clock_nets.png
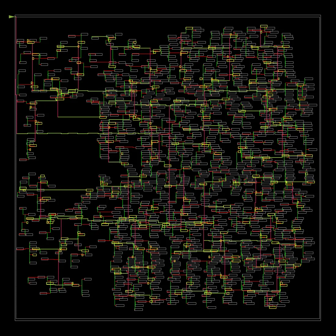
clock_wires.png
Bar = 100 um.
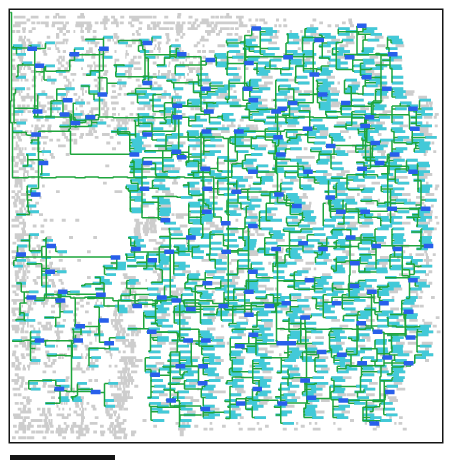
ff_map.png
Other sequential cells in the stronger gray, the rest of the logic in the fainter gray.
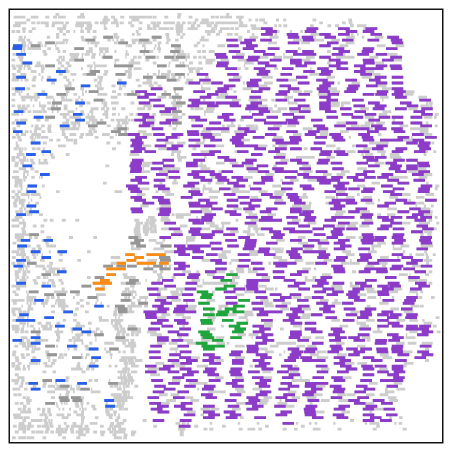
layers.png
Bar = 100 um.
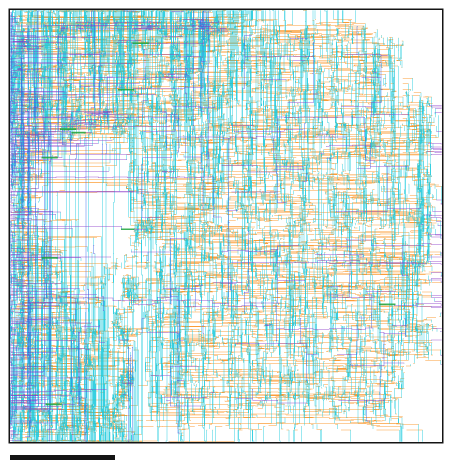
pinout.png
Pins as bars across the die edge, other pins in gray.
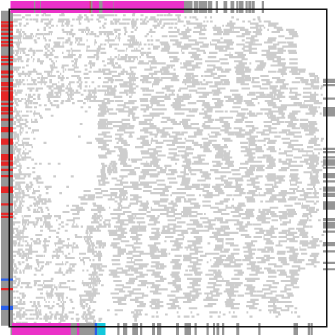
Design mult_arbiter, sky130hd; sources not shown.
==> reports/writeup.txt <==
The run finished with clean final reports. The tools report the I/O pin total as 790. By count the netlist is led by sky130_fd_sc_hd__edfxtp_1 (1,056), sky130_fd_sc_hd__mux4_2 (334), sky130_fd_sc_hd__a21oi_1 (197).

The report lists the power per cell area as 681 mW/mm^2. In this run the full chip footprint comes out at 0.169 mm^2. Yosys mapped a number of flops with a built-in enable equal to 1,056. By area the synthesized netlist is led by sky130_fd_sc_hd__edfxtp_1 (63%), sky130_fd_sc_hd__mux4_2 (15%), sky130_fd_sc_hd__dfrtp_1 (8.7%). Clock cells make up 7.07% of the layout cell area. The timing report shows that the slowest cell on the worst path is sky130_fd_sc_hd__dfrtp_1. Across all hold checks on the routed design, the worst slack comes to 0.330 ns.

The total area inside the core boundary comes to 0.165 mm^2. Non-clock buffering takes up 13.3% of total cell area after layout. The worst hold path depth was 0. Per the synthesis report, the single largest cell type by area occupies 63.3% of cell area. The tools report the total negative slack for setup checks as 0 ns. The tools report the worst setup slack after placement as 0.756 ns. Among all stages on the critical path, the maximum delay recorded is 0.59 ns. Summed over all nets, wire length on met2 after detailed routing comes to 96,500 um. STA classifies the critical path endpoint as an output pin. For this run, the leading register cell type out of synthesis is sky130_fd_sc_hd__edfxtp_1. The run gives 1,024 for the number of flip-flops in the largest register. The most common logic cells in the final layout are sky130_fd_sc_hd__edfxtp_1 (1,056), sky130_fd_sc_hd__clkdlybuf4s50_1 (734), sky130_fd_sc_hd__mux4_2 (334).

Per the repair_timing log after CTS, setup buffers inserted total 0. For this design the total switching power over the nets is 20.0 mW. Per the layout report, the design carries 15,000 filler cells. Type of the setup path with the least slack: reg2out.

For this run the aggregate overflow at the end of global routing stands at 0. The average instance in the mapped netlist occupies 19.0 um^2. The leakage component of the power was reported as 21.7 nW. In this run the number of H-tree levels came out at 4. The fraction of power spent switching nets was 44.8%; the worst reg-to-reg setup slack was 0.95 ns.

Number of rows created at floorplan: 149. The logs give a warning total of 54. In the final routing, the length of wire on met1 measures 72,200 um. Setup repair after global routing left no endpoint under its margin.

Detailed routing placed a total of 11,900 um of wire on met3. On met2, the global router reports a usage of 38.3%. Chip area in the Yosys report: 0.0501 mm^2. For the finished layout, the period the worst path requires is 4.98 ns. The run gives 4 for the total buffers and inverters traversed by the critical path.

Number of buffers inserted during clock tree synthesis: 151. On the worst setup and hold paths after CTS, the clock-pin slew comes to 0.06 ns. The timing report shows the most common cell along the critical path to be sky130_fd_sc_hd__buf_12. Per the final layout report, the fraction of cells sized above drive strength 1 comes to 19.8%. The post-synthesis simple-gate area fraction is 2.61%, and the number of instances resized during post-cts repair is 0. For this run, asynchronously set or reset flops after synthesis account for 14.2%. The run gives 1 for the total of hold buffers inserted after clock tree synthesis. Highest-utilization routing layer at the global route stage: met2.

Using the TritonRoute via totals, the vias-per-cell ratio works out to 5.20. Summing all placed instances gives a cell area of 0.0609 mm^2. According to the tapcell log, the count of inserted taps is 2,189. Grouping stages by cell kind, the critical path spends the most delay in buffers and inverters. The relative contribution of combinational cells to total power is 49.3%. Most numerous cell in the Yosys netlist: sky130_fd_sc_hd__edfxtp_1.

The STA report counts the stages on the worst setup path as 10. Note, the detailed placer reported a final HPWL of 124,000 um. The logs give 0.319 ns for the final worst slack and 5,487 for the total instance count after detailed placement. For this run, combinational gates with multiple inputs come to 1,195. Synthesis produced 2,641 cells. In this run the remaining antenna-violating nets after routing total 0. The layout has 858 buffers outside the clock class. Kind of launch point of the worst setup path: a flip-flop. The first global-routing pass estimated 258,000 um of wire. After synthesis, flip-flops and latches occupy 72.0% of the total area. Of the total synthesized cell area, the portion taken by XOR and XNOR cells is 0.297%. After the last flow step, the layout net total stands at 4,061. The cell count listed in synth_stat.txt came out at 2,641. In this run, flip-flops and latches consume 28.9% of the power. The portion of synthesized area spent on multiplexers is 15.2%. With the cell area after layout at 0.0656 mm^2, the iteration count of the initial detailed-routing pass is 6. With the data arrival time of the worst path at 4.19 ns, the worst voltage drop across the vdd grid is 0.559 mV.

Heaviest power group: combinational cells. The cell class with the largest area share is sequential cells. Per the gpl log, the routability congestion estimate is 1.01.

In this run the layout overhead on the synthesized area is reported as 30.9%. With the aoi/oai-family share of the synthesized area at 7.42%, the share of the clock period used by the worst path is 94.0%. The cell-mix breakdown from Yosys lists the adder-cell area share as 0.654%.

The tool flagged a number of max-cap violations equal to 0. Counting flops and latches in the post-synthesis netlist gives 1,231. In this run the critical path is formed by inv_1 > ha_1 > mux4_2 > nor2b_1 > nand3_1 > a31oi_1 > a21oi_4 > inv_4 > buf_12 > buf_12. The worst register-to-register path depth is 12. Looking at the critical path, the highest net fanout was 129. TritonCTS built the clock tree. The count of non-CTS inverters in the layout is 15. The library cell occupying the most area in the post-synthesis netlist is sky130_fd_sc_hd__edfxtp_1. The peak clock frequency supported by timing was 201 MHz. The number of nets handed over by synthesis was 3,250. The max-slew check reports its worst relative slack as 18.4%. Once layout is complete, the cells apart from fillers number 5,769. At the pin with the least slew margin, the transition time is 1.22 ns. The number of global-route vias before repair was 32,200. The logs give 4.51 ns for the required time of the critical path and 25.8% for the met1 track demand over resource in global routing. For the combinational cell power, the log shows 22.0 mW.

The classification of the worst-slack hold path is reg2reg. The maximum root-to-sink buffer count is 3, and the netlist area before placement is 0.0501 mm^2. Initial antenna violation count: 69.

For this run, the script counts the antenna cells in the layout as 26. The final max-slew violation count recorded for this run is 0. Clock tree synthesis selected as its root buffer the cell sky130_fd_sc_hd__clkbuf_16. For the largest net degree at the start of global routing, the log shows 157. The final report lists the setup-violating endpoint count as 0. For the internal power, the log shows 24.7 mW.

The number of warning messages in the yosys log is 0. Global routing used 5.90% of the available met3 tracks. The main logic family after synthesis was multiplexers.

Endpoints failing hold in the final report were tallied at 0. Iteration-0 DRC count of the detailed router: 2,098. The library cell used most frequently in the layout, excluding fill and tap cells, is sky130_fd_sc_hd__edfxtp_1.

The multi-input combinational cells in the finished layout cover a total of 0.0132 mm^2. The design draws 44.6 mW. Multi-input logic gates represent a cell area share of 20.2%. The highest layer touched by signal routing is met5. For the count of unresolved DRC violations after routing, the log shows 0. For the number of distinct library cells after synthesis, the log shows 53.
About clock_nets.png:
clock buf count: 190
TritonCTS sink count: 1,231
Post-Route Skew: 0.0265 ns
P_clk: 9.74 mW
number of flip-flops and latches: 1,231

About clock_wires.png:
[cyan] flip-flops | count: 1,231
[green] clock wires | length: 16,600 um
[blue] clock-net drivers | count: 151
flops lie: widely spread
routed clock nets: 152
clock power share: 21.8%
clk_lat worst skew: 0.76 ns

About ff_map.png:
| color | name in the netlist | sequential cells |
|---|---|---|
| orange | tag_id | 16 |
| purple | mem_prod | 1,024 |
| green | mem_id | 32 |
| blue | mult_mcand | 64 |
final core area utilization: 39.7%
area of all sequential standard cells: 0.0361 mm^2
flip-flop and latch power: 12.9 mW
flop share of the area: 55.0%

About layers.png:
| color | layer | wire length |
|---|---|---|
| orange | M1 | 72.2 mm |
| purple | M3 | 11,900 um |
| blue | M4 | 6,630 um |
| cyan | M2 | 96.5 mm |
| green | M5 | 120 um |
vias: 30,000
overall track demand over capacity in global routing: 22.0%
routed len/inst: 32.5 um
Total Wirelength: 187,000 um

About pinout.png:
| color | port | pins | direction | edge |
|---|---|---|---|---|
| cyan | in_flight | 5 | output | bottom |
| magenta | req_mplier | 256 | input | 188 top, 68 bottom |
| blue | gnt | 4 | output | 3 left, 1 bottom |
| red | mult_mplier | 64 | output | 57 left, 7 top |
all pins by edge: 300 left, 278 top, 166 bottom, 46 right
horizontal extent of the die: 411 um
number of port buffers: 788
Die Y-Extent: 411 um

No activity file was given, so power comes from the tool's default toggle rates.
